**Supply network**

Bar = 20 um. Pins as bars on the die edge.
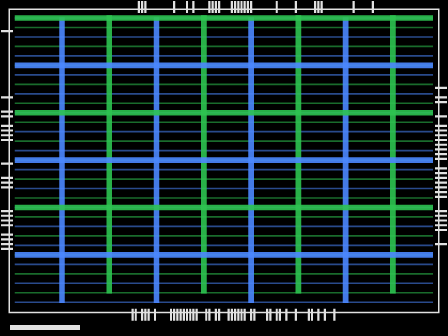
**Local utilization**

Bar = 20 um. 12 x 9 tiles, from black (low) to pale yellow (high), 0 to 100% covered.
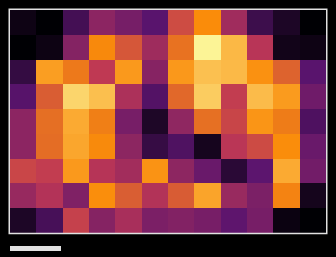
**Routing congestion map**

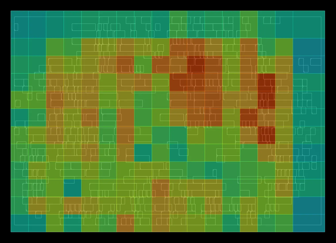
**Port wiring**

Bar = 20 um.
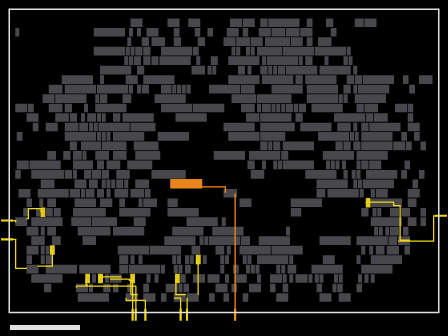
**Cell classes on the final placement**

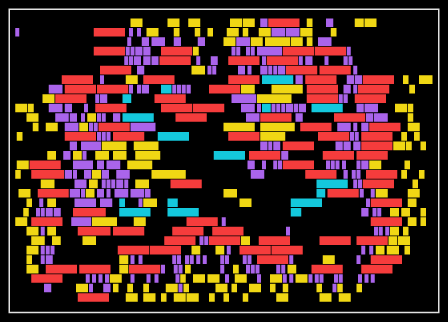
`src/rtl/pe_pixel_loader.sv`:
```
// pe_pixel_loader: upstream feeder and downstream collector for one pe element.
// Packs a serial RGB stream into pe's flat buses, pulses Start_BgRemoval, waits
// for Done, answers with Ack, then replays pe's outputs as a serial result stream.
// Optional feature macro: PE_LOADER_TIMEOUT_EN (bounded WAIT with sticky timeout_err).
module pe_pixel_loader #(
  parameter int NUM_PIXELS     = 1,
  parameter int TIMEOUT_CYCLES = 1024
) (
  input  logic                    Clk,
  input  logic                    Reset_n,
  input  logic                    pix_valid,
  output logic                    pix_ready,
  input  logic [7:0]              pix_r,
  input  logic [7:0]              pix_g,
  input  logic [7:0]              pix_b,
  output logic [8*NUM_PIXELS-1:0] red_in,
  output logic [8*NUM_PIXELS-1:0] green_in,
  output logic [8*NUM_PIXELS-1:0] blue_in,
  output logic                    Start_BgRemoval,
  input  logic                    Done,
  output logic                    Ack,
  input  logic [8*NUM_PIXELS-1:0] pe_red,
  input  logic [8*NUM_PIXELS-1:0] pe_green,
  input  logic [8*NUM_PIXELS-1:0] pe_blue,
  output logic                    res_valid,
  input  logic                    res_ready,
  output logic [7:0]              res_r,
  output logic [7:0]              res_g,
  output logic [7:0]              res_b,
  output logic                    busy,
  output logic                    timeout_err
);

  localparam int CW = $clog2(NUM_PIXELS + 1);
  localparam logic [CW-1:0] LAST_IDX = CW'(NUM_PIXELS - 1);

  typedef enum logic [2:0] {
    ST_FILL  = 3'd0,
    ST_START = 3'd1,
    ST_WAIT  = 3'd2,
    ST_ACK   = 3'd3,
    ST_DRAIN = 3'd4
  } state_t;

  state_t                  state_r;
  state_t                  state_next_s;
  logic [CW-1:0]           wr_idx_r;
  logic [CW-1:0]           wr_idx_next_s;
  logic [CW-1:0]           rd_idx_r;
  logic [CW-1:0]           rd_idx_next_s;
  logic                    accept_s;
  logic                    drain_hs_s;
  logic                    timeout_hit_s;

  logic [8*NUM_PIXELS-1:0] red_in_r;
  logic [8*NUM_PIXELS-1:0] green_in_r;
  logic [8*NUM_PIXELS-1:0] blue_in_r;
  logic [8*NUM_PIXELS-1:0] res_red_r;
  logic [8*NUM_PIXELS-1:0] res_green_r;
  logic [8*NUM_PIXELS-1:0] res_blue_r;

  logic [7:0]              sel_r_s;
  logic [7:0]              sel_g_s;
  logic [7:0]              sel_b_s;

  logic                    pix_ready_r;
  logic                    start_r;
  logic                    ack_r;
  logic                    res_valid_r;
  logic [7:0]              res_r_r;
  logic [7:0]              res_g_r;
  logic [7:0]              res_b_r;
  logic                    busy_r;

  // Handshakes are qualified by state so stray valid/ready outside FILL/DRAIN do nothing.
  assign accept_s   = pix_valid && (state_r == ST_FILL);
  assign drain_hs_s = res_ready && (state_r == ST_DRAIN);

  // State register.
  always_ff @(posedge Clk or negedge Reset_n) begin
    if (!Reset_n) begin
      state_r <= ST_FILL;
    end else begin
      state_r <= state_next_s;
    end
  end

  // Next-state decode for the FILL -> START -> WAIT -> ACK -> DRAIN cycle.
  always_comb begin
    state_next_s = state_r;
    case (state_r)
      ST_FILL: begin
        if (accept_s && (wr_idx_r == LAST_IDX)) begin
          state_next_s = ST_START;
        end else begin
          state_next_s = ST_FILL;
        end
      end
      ST_START: state_next_s = ST_WAIT;
      ST_WAIT: begin
        if (Done) begin
          state_next_s = ST_ACK;
        end else if (timeout_hit_s) begin
          state_next_s = ST_FILL;
        end else begin
          state_next_s = ST_WAIT;
        end
      end
      ST_ACK: state_next_s = ST_DRAIN;
      ST_DRAIN: begin
        if (drain_hs_s && (rd_idx_r == LAST_IDX)) begin
          state_next_s = ST_FILL;
        end else begin
          state_next_s = ST_DRAIN;
        end
      end
      default: state_next_s = ST_FILL;
    endcase
  end

  // Write/read slot pointers; each wraps to 0 on the last slot of a batch.
  always_comb begin
    wr_idx_next_s = wr_idx_r;
    rd_idx_next_s = rd_idx_r;
    if (accept_s) begin
      if (wr_idx_r == LAST_IDX) begin
        wr_idx_next_s = {CW{1'b0}};
      end else begin
        wr_idx_next_s = wr_idx_r + CW'(1);
      end
    end else begin
      wr_idx_next_s = wr_idx_r;
    end
    if (drain_hs_s) begin
      if (rd_idx_r == LAST_IDX) begin
        rd_idx_next_s = {CW{1'b0}};
      end else begin
        rd_idx_next_s = rd_idx_r + CW'(1);
      end
    end else begin
      rd_idx_next_s = rd_idx_r;
    end
  end

  // Pointer registers.
  always_ff @(posedge Clk or negedge Reset_n) begin
    if (!Reset_n) begin
      wr_idx_r <= {CW{1'b0}};
      rd_idx_r <= {CW{1'b0}};
    end else begin
      wr_idx_r <= wr_idx_next_s;
      rd_idx_r <= rd_idx_next_s;
    end
  end

  // Pack accepted pixels into the flat buses; only FILL writes, so they hold through the batch.
  always_ff @(posedge Clk or negedge Reset_n) begin
    if (!Reset_n) begin
      red_in_r   <= '0;
      green_in_r <= '0;
      blue_in_r  <= '0;
    end else if (accept_s) begin
      for (int k = 0; k < NUM_PIXELS; k++) begin
        if (wr_idx_r == CW'(k)) begin
          red_in_r[8*k +: 8]   <= pix_r;
          green_in_r[8*k +: 8] <= pix_g;
          blue_in_r[8*k +: 8]  <= pix_b;
        end
      end
    end
  end

  // Capture pe's results on the cycle Done is seen in WAIT.
  always_ff @(posedge Clk or negedge Reset_n) begin
    if (!Reset_n) begin
      res_red_r   <= '0;
      res_green_r <= '0;
      res_blue_r  <= '0;
    end else if ((state_r == ST_WAIT) && Done) begin
      res_red_r   <= pe_red;
      res_green_r <= pe_green;
      res_blue_r  <= pe_blue;
    end
  end

  // Select the result slot that will be presented next cycle.
  always_comb begin
    sel_r_s = 8'd0;
    sel_g_s = 8'd0;
    sel_b_s = 8'd0;
    for (int k = 0; k < NUM_PIXELS; k++) begin
      if (rd_idx_next_s == CW'(k)) begin
        sel_r_s = res_red_r[8*k +: 8];
        sel_g_s = res_green_r[8*k +: 8];
        sel_b_s = res_blue_r[8*k +: 8];
      end else begin
        sel_r_s = sel_r_s;
        sel_g_s = sel_g_s;
        sel_b_s = sel_b_s;
      end
    end
  end

  // Registered control/result outputs, decoded from the next state so they align with it.
  always_ff @(posedge Clk or negedge Reset_n) begin
    if (!Reset_n) begin
      pix_ready_r <= 1'b1;
      start_r     <= 1'b0;
      ack_r       <= 1'b0;
      res_valid_r <= 1'b0;
      busy_r      <= 1'b0;
      res_r_r     <= 8'd0;
      res_g_r     <= 8'd0;
      res_b_r     <= 8'd0;
    end else begin
      pix_ready_r <= (state_next_s == ST_FILL);
      start_r     <= (state_next_s == ST_START);
      ack_r       <= (state_next_s == ST_ACK);
      res_valid_r <= (state_next_s == ST_DRAIN);
      busy_r      <= (state_next_s != ST_FILL);
      if (state_next_s == ST_DRAIN) begin
        res_r_r <= sel_r_s;
        res_g_r <= sel_g_s;
        res_b_r <= sel_b_s;
      end else begin
        res_r_r <= 8'd0;
        res_g_r <= 8'd0;
        res_b_r <= 8'd0;
      end
    end
  end

`ifdef PE_LOADER_TIMEOUT_EN
  localparam int TW = $clog2(TIMEOUT_CYCLES + 1);
  localparam logic [TW-1:0] TO_LAST = TW'(TIMEOUT_CYCLES - 1);

  logic [TW-1:0] wait_cnt_r;
  logic          timeout_err_r;

  // The last allowed WAIT cycle without Done abandons the batch.
  assign timeout_hit_s = (state_r == ST_WAIT) && !Done && (wait_cnt_r == TO_LAST);

  // WAIT cycle counter, held at zero outside WAIT so every entry starts fresh.
  always_ff @(posedge Clk or negedge Reset_n) begin
    if (!Reset_n) begin
      wait_cnt_r <= {TW{1'b0}};
    end else if (state_r == ST_WAIT) begin
      wait_cnt_r <= wait_cnt_r + TW'(1);
    end else begin
      wait_cnt_r <= {TW{1'b0}};
    end
  end

  // Sticky timeout flag, cleared only by reset.
  always_ff @(posedge Clk or negedge Reset_n) begin
    if (!Reset_n) begin
      timeout_err_r <= 1'b0;
    end else if (timeout_hit_s) begin
      timeout_err_r <= 1'b1;
    end
  end

  assign timeout_err = timeout_err_r;
`else
  assign timeout_hit_s = 1'b0;
  // Constant-folds to 0; WAIT is unbounded in this build.
  assign timeout_err   = (TIMEOUT_CYCLES < 0);
`endif

  assign pix_ready       = pix_ready_r;
  assign red_in          = red_in_r;
  assign green_in        = green_in_r;
  assign blue_in         = blue_in_r;
  assign Start_BgRemoval = start_r;
  assign Ack             = ack_r;
  assign res_valid       = res_valid_r;
  assign res_r           = res_r_r;
  assign res_g           = res_g_r;
  assign res_b           = res_b_r;
  assign busy            = busy_r;

endmodule

```
`config.mk`:
```
export PLATFORM = sky130hd
export DESIGN_NAME = pe_pixel_loader
export DESIGN_NICKNAME = d
export VERILOG_FILES = /design/src/rtl/pe_pixel_loader.sv
export SDC_FILE = /design/constraint.sdc
export NUM_CORES = 1
export LEC_CHECK = 0
export ABC_AREA = 1
export CAP_MARGIN = 20
export CORE_ASPECT_RATIO = 0.7
export CORE_MARGIN = 1
export CORE_UTILIZATION = 30
export DETAILED_ROUTE_END_ITERATION = 6
export PLACE_DENSITY = 0.69
export SYNTH_ARGS = -nofsm -noshare
export SYNTH_HDL_FRONTEND = slang
export SYNTH_SLANG_ARGS = --single-unit
```
`constraint.sdc`:
```
create_clock -name Clk -period 1.1 [get_ports Clk]
set_clock_uncertainty 0.1 [all_clocks]
set_input_delay 0.275 -clock Clk [delete_from_list [all_inputs] [get_ports Clk]]
set_output_delay 0.275 -clock Clk [all_outputs]
set_load 0.01 [all_outputs]
```
==> flow_metrics.rpt <==
RUN METRICS
----------------------------------------------------
[Synthesis]
  Number of warnings issued by yosys ........................ 0
  # Cells Yosys ........................ 319
  Top flip-flop cell by instance count after synthesis ........................ sky130_fd_sc_hd__dfrtp_1
  Simple-Gate Fraction of Synth Area ........................ 0.2813
  Number of distinct standard cells referenced by the synthesized netlist ........................ 18
  Adders+Majority by Area ........................ 0

[Setup path]
  Critical path launch point ........................ state_r[1]$_DFF_PN0_
  Worst setup SP type ........................ register
  CP Buf/Inv Count ........................ 2
  Crit path arrival time ........................ 1.53 ns
  Path length in cells of the critical path ........................ 7
  Reg2Reg Capture Point ........................ res_b[5]$_DFF_PN0_
  Startpoint of the worst-slack reg-to-reg timing path ........................ state_r[1]$_DFF_PN0_
  Category of the critical setup timing path ........................ register to register
  Top cell family by delay on the critical path ........................ simple AND/OR/NAND/NOR gates

[Clock network]
  Clk ins delay skew pair ........................ roughly 0.33 ns
  TritonCTS Buffers ........................ 9
  Quantity of hold-fixing buffers added after cts ........................ 1
  Clock transition at the registers of the reported paths ........................ roughly 0.060 ns

[Floorplanning]
  Horizontal die size ........................ 122.9 um

[Run status]
  Violations in the final reports ........................ setup timing
  Status ........................ complete, but fails checks

[Final timing]
  Count of final setup violators ........................ between 100 and 150
  Final period utilization ........................ 1.248
  Hold violation count in the final report ........................ 0
  Final critical-path setup slack ........................ -0.2728 ns

[Place]
  Minimum setup slack after placement ........................ -0.4819 ns

[Cells and area]
  Inverters, non-clock ........................ 13
  Plain + repair buffers ........................ between 100 and 150
  Layout cells sized above 1 ........................ 0.4216
  Number of non-filler instances in the completed layout ........................ 600
  Post-synthesis to final-layout area growth ........................ 64.78%

[Global route]
  Global route overflow ........................ 0
  Vias in the first global route ........................ 2507

[Pwr]
  Power drawn by the sequential cells ........................ slightly below 5000 uW
  Cell internal pwr ........................ just under 9000 uW
  Clk network pwr share ........................ 0.203
  Post-layout total power ........................ 13670 uW
  Clock network power ........................ 2780 uW

[Drt]
  Average detailed-routed wire length per instance ........................ 13.82 um
  Routed met1 length ........................ about 3.8 mm

----------------------------------------------------
-- 'supply network' (at the start) --
[blue] VSS
[green] VDD
met5 straps: 6
met4 straps: 8
met1 rails: 31
signal pins: 107
Placeable Area: 9797 um^2
Chip Height: 86.63 um
peak supply drop: 1162 uV

-- 'local utilization' (at the start) --
nearly empty tiles: 3.7%
mean over tiles: 46%
tiles over 75% full: 20%
fullest tile: 98%
Finished Core Util: 0.5162
floorplan core density: 0.3133

-- 'routing congestion map' (at the start) --
met3 Resource Use GR: 0.03750
GR met1 Demand/Resource: 0.2207
busiest layer in global routing: met2
met2 demand-to-capacity share in global routing: 0.2431

-- 'port wiring' (at the start) --
[yellow] pix_g | bits: 8 | direction: input | end cells: 8 | wire: 164 um
[orange] busy | bits: 1 | direction: output | end cells: 1 | wire: 42.1 um
boundary pin count: 107
total of buffers placed on input and output ports: 105

-- 'cell classes on the final placement' (at the start) --
[cyan] clock drivers and dummy loads | cells: 16
[red] registers | cells: 81
[yellow] remaining buffers and delay cells | cells: 147
[purple] remaining logic cells | cells: 228

Power figures rest on the tool's default switching activity, not on a simulated workload.
